Fig. 1: clock network drawn from the DEF
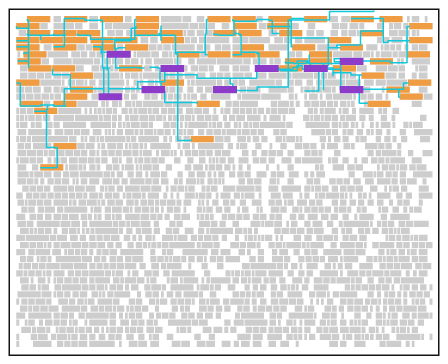
Fig. 2: cell classes on the final placement
Bar = 50 um.
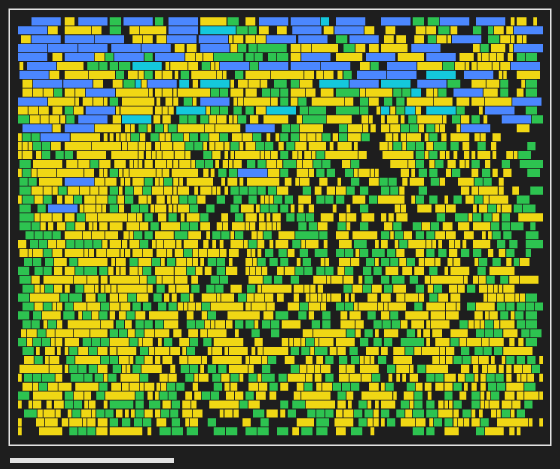
Fig. 3: cells by drive strength
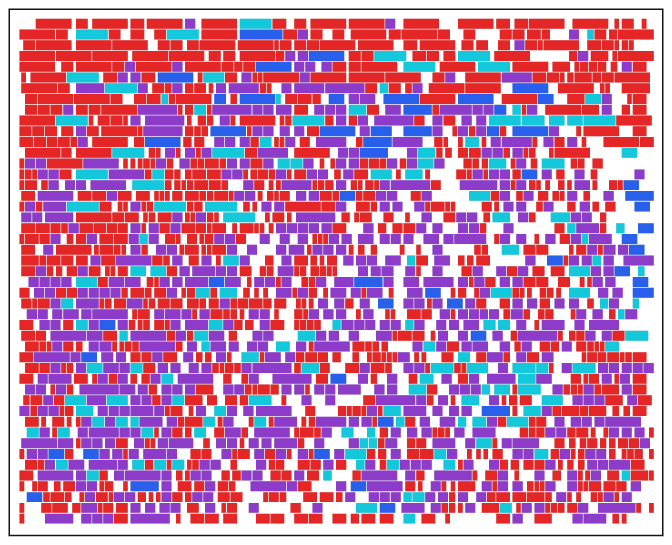
Fig. 4: signal wires on met1
Supply wires on this layer in grey.
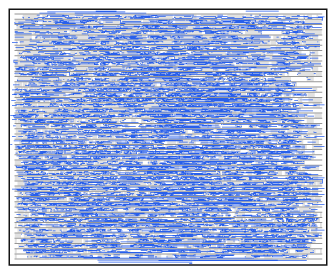
==> config.mk <==
export PLATFORM = sky130hd
export DESIGN_NAME = fir_out_quantizer
export DESIGN_NICKNAME = d
export VERILOG_FILES = /design/src/rtl/pak_dsp_pkg.sv /design/src/rtl/sync_fifo.sv /design/src/rtl/fir_out_quantizer.sv
export SDC_FILE = /design/constraint.sdc
export NUM_CORES = 1
export LEC_CHECK = 0
export CORE_ASPECT_RATIO = 0.8
export CORE_MARGIN = 2
export CORE_UTILIZATION = 50
export CTS_BUF_LIST = sky130_fd_sc_hd__clkbuf_8 sky130_fd_sc_hd__clkbuf_16
export CTS_CLUSTER_DIAMETER = 80
export CTS_CLUSTER_SIZE = 20
export DETAILED_ROUTE_END_ITERATION = 12
export PLACE_DENSITY = 0.7
export SYNTH_ARGS = -nofsm -noshare
export SYNTH_HDL_FRONTEND = slang
export SYNTH_SLANG_ARGS = --single-unit
==> constraint.sdc <==
create_clock -name clk -period 4 [get_ports clk]
set_clock_uncertainty 0.05 [all_clocks]
set_input_delay 0.6 -clock clk [delete_from_list [all_inputs] [get_ports clk]]
set_output_delay 0.6 -clock clk [all_outputs]
set_load 0.01 [all_outputs]
==> results.json <==
{
  "status": "finished, violations left",
  "violations": "setup timing",
  "tightest_slew_ps": 1010,
  "synth_flops": 72,
  "detail_route.wl_per_cell_um": 26.2,
  "syn_area_sq_um": 10300,
  "r2r_cells": 10,
  "slew_headroom_pct": 32.5,
  "drive_above_1_share_pct": 45.9,
  "mux_share_pct": 8.52,
  "cp-start-kind": "primary input",
  "hold_buffers": 0,
  "syn_avg_cell_area_sq_um": 7.81,
  "p_sw_mw": 2.33,
  "power_density_nw_per_um2": 334,
  "die_h_um": 133,
  "internal-power_mw": 3.34,
  "slowest_delay_ps": 640,
  "end_kind": "flip-flop",
  "routed_via_density": 7.01,
  "place_congestion": 1.06,
  "mostFrequentLayoutCell": "buf_4",
  "synth.distinct_cells": 105,
  "critical_path.top_delay_family": "AND-OR/OR-AND gates",
  "dieArea_sq_um": 21900,
  "async_reset_ff_share_pct": 100,
  "aoi_share_pct": 37.2,
  "nets": 1967,
  "stdcell_count": 2150,
  "ys_chip_area_sq_um": 10300,
  "grt_setup_unrepaired": "true",
  "drt_iter0_markers": 2922,
  "netlist.area_leader.share_pct": 17.4,
  "crit_arrival_ps": 5980,
  "gr-total-overflow": 0,
  "antenna_found_initial": 1,
  "flop_cell": "dfrtp_1",
  "critPathBufInv": 7,
  "dpl_cell_area_sq_um": 14700,
  "maxPowerGroup": "combinational cells",
  "pre_cts_ws_ps": -2790,
  "edf_count": 0,
  "crit_cells": 25,
  "p_leak_nw": 7.41,
  "largest_register_ffs": 64,
  "ys_warn_count": 0,
  "simple_gate_share_pct": 22.8,
  "reg2reg_slack_ps": 1760,
  "clk_pin_slew_ps": 70,
  "crit_required_ps": 4210,
  "first_pass_iters": 8,
  "topCellsByArea": "dfrtp_1 (17%), nor2_1 (5.4%), o22a_1 (5.2%), nand2_1 (5.2%), ha_1 (5.1%)",
  "grtUsageTotal_pct": 48.5,
  "tritoncts": "yes",
  "grt_max_degree": 44,
  "yosysTopAreaCell": "dfrtp_1",
  "lay_top_cells": "buf_4 (532), nand2_1 (127), nor2_1 (123), dfrtp_1 (72), a21oi_1 (69)",
  "comb_power_share_pct": 61.1,
  "portBuffers": 66,
  "cts_root_buffer": "clkbuf_16",
  "adder_share_pct": 5.46,
  "cts_max_level": 3,
  "ys_sh_xor_pct": 2.20,
  "p_total_mw": 5.67,
  "logic_family": "AND-OR/OR-AND gates",
  "p_seq_share_pct": 24.1,
  "setup_slack_ps": -1770,
  "cts.sinks": 72,
  "critPathKind": "in -> reg",
  "final-setup-viol-count": 61,
  "fmax_ghz": 0.173,
  "top_cell": "nor2_1",
  "cts_buffer_depth": 2,
  "switching_share_pct": 41.1,
  "fillers": 1247,
  "hold_path_class": "in -> async",
  "ir_drop_v": 0.000516,
  "p_comb_mw": 3.47,
  "drc": 0,
  "dp_hpwl_um": 39400,
  "yosysCellCount": 1325,
  "warnings": 32
}
## Picture notes: Fig. 1
Purple shows clock drivers, count 9. Orange shows flip-flops, count 72. Cyan shows clock wires, length 1050 um.
There are 10 routed clock nets. Position of the flops: a band across the top.
clock power share: 14.8%
clk pwr: 0.840 mW
clk_lat worst skew: 340 ps

## Picture notes: Fig. 2
Green shows other buffers and delay cells, cells 633. Cyan shows clock drivers and dummy loads, cells 16. Blue shows flops, cells 72. Yellow shows combinational and other logic, cells 1159.
final design utilization: 82.8%
flop share of the area: 10.6%

## Picture notes: Fig. 3
Cyan shows _2 cells, cells 146, share 7.8%, most used a21oi_2. Red shows _0 and _1 cells, cells 1017, share 54%, most used nand2_1. Blue shows _6 and larger, cells 52, share 2.8%, most used buf_6. Purple shows _3 and _4 cells, cells 665, share 35%, most used buf_4.
post-route cell area: 17000 sq um
area grow syn2layout: 64.2%

## Picture notes: Fig. 4
The longest straight run is 93.8 um. The wires run mostly horizontal.
vias after detailed routing: 15100
routed wire length: 56300 um

metal layers:
metal	share of wire, %	track usage, %	vias up
li1	-	-	6197
met1	38	66.8	7072
met2	40	69.9	1419
met3	16	18.6	388
met4	5.8	15.8	2
met5	0.067	0	-
final cells by class:
class	instances	area [sq um]	share of cell area [%]
Tap cell	269	337	1.98
Sequential cell	72	1800	10.6
Clock buffer	9	225	1.33
Multi-Input combinational cell	1137	9330	54.9
Clock inverter	7	76.3	0.449
Inverter	22	91.3	0.538
Antenna cell	1	2.50	0.0147
Timing Repair Buffer	633	5130	30.2
timing repair:
action,4_1_cts,5_1_grt
setup endpoints to repair,65,61
gates cloned,1,2
pin swaps,83,61
gates resized,221,85
buffers inserted,56,31
Power is estimated from default activity; no workload was simulated.
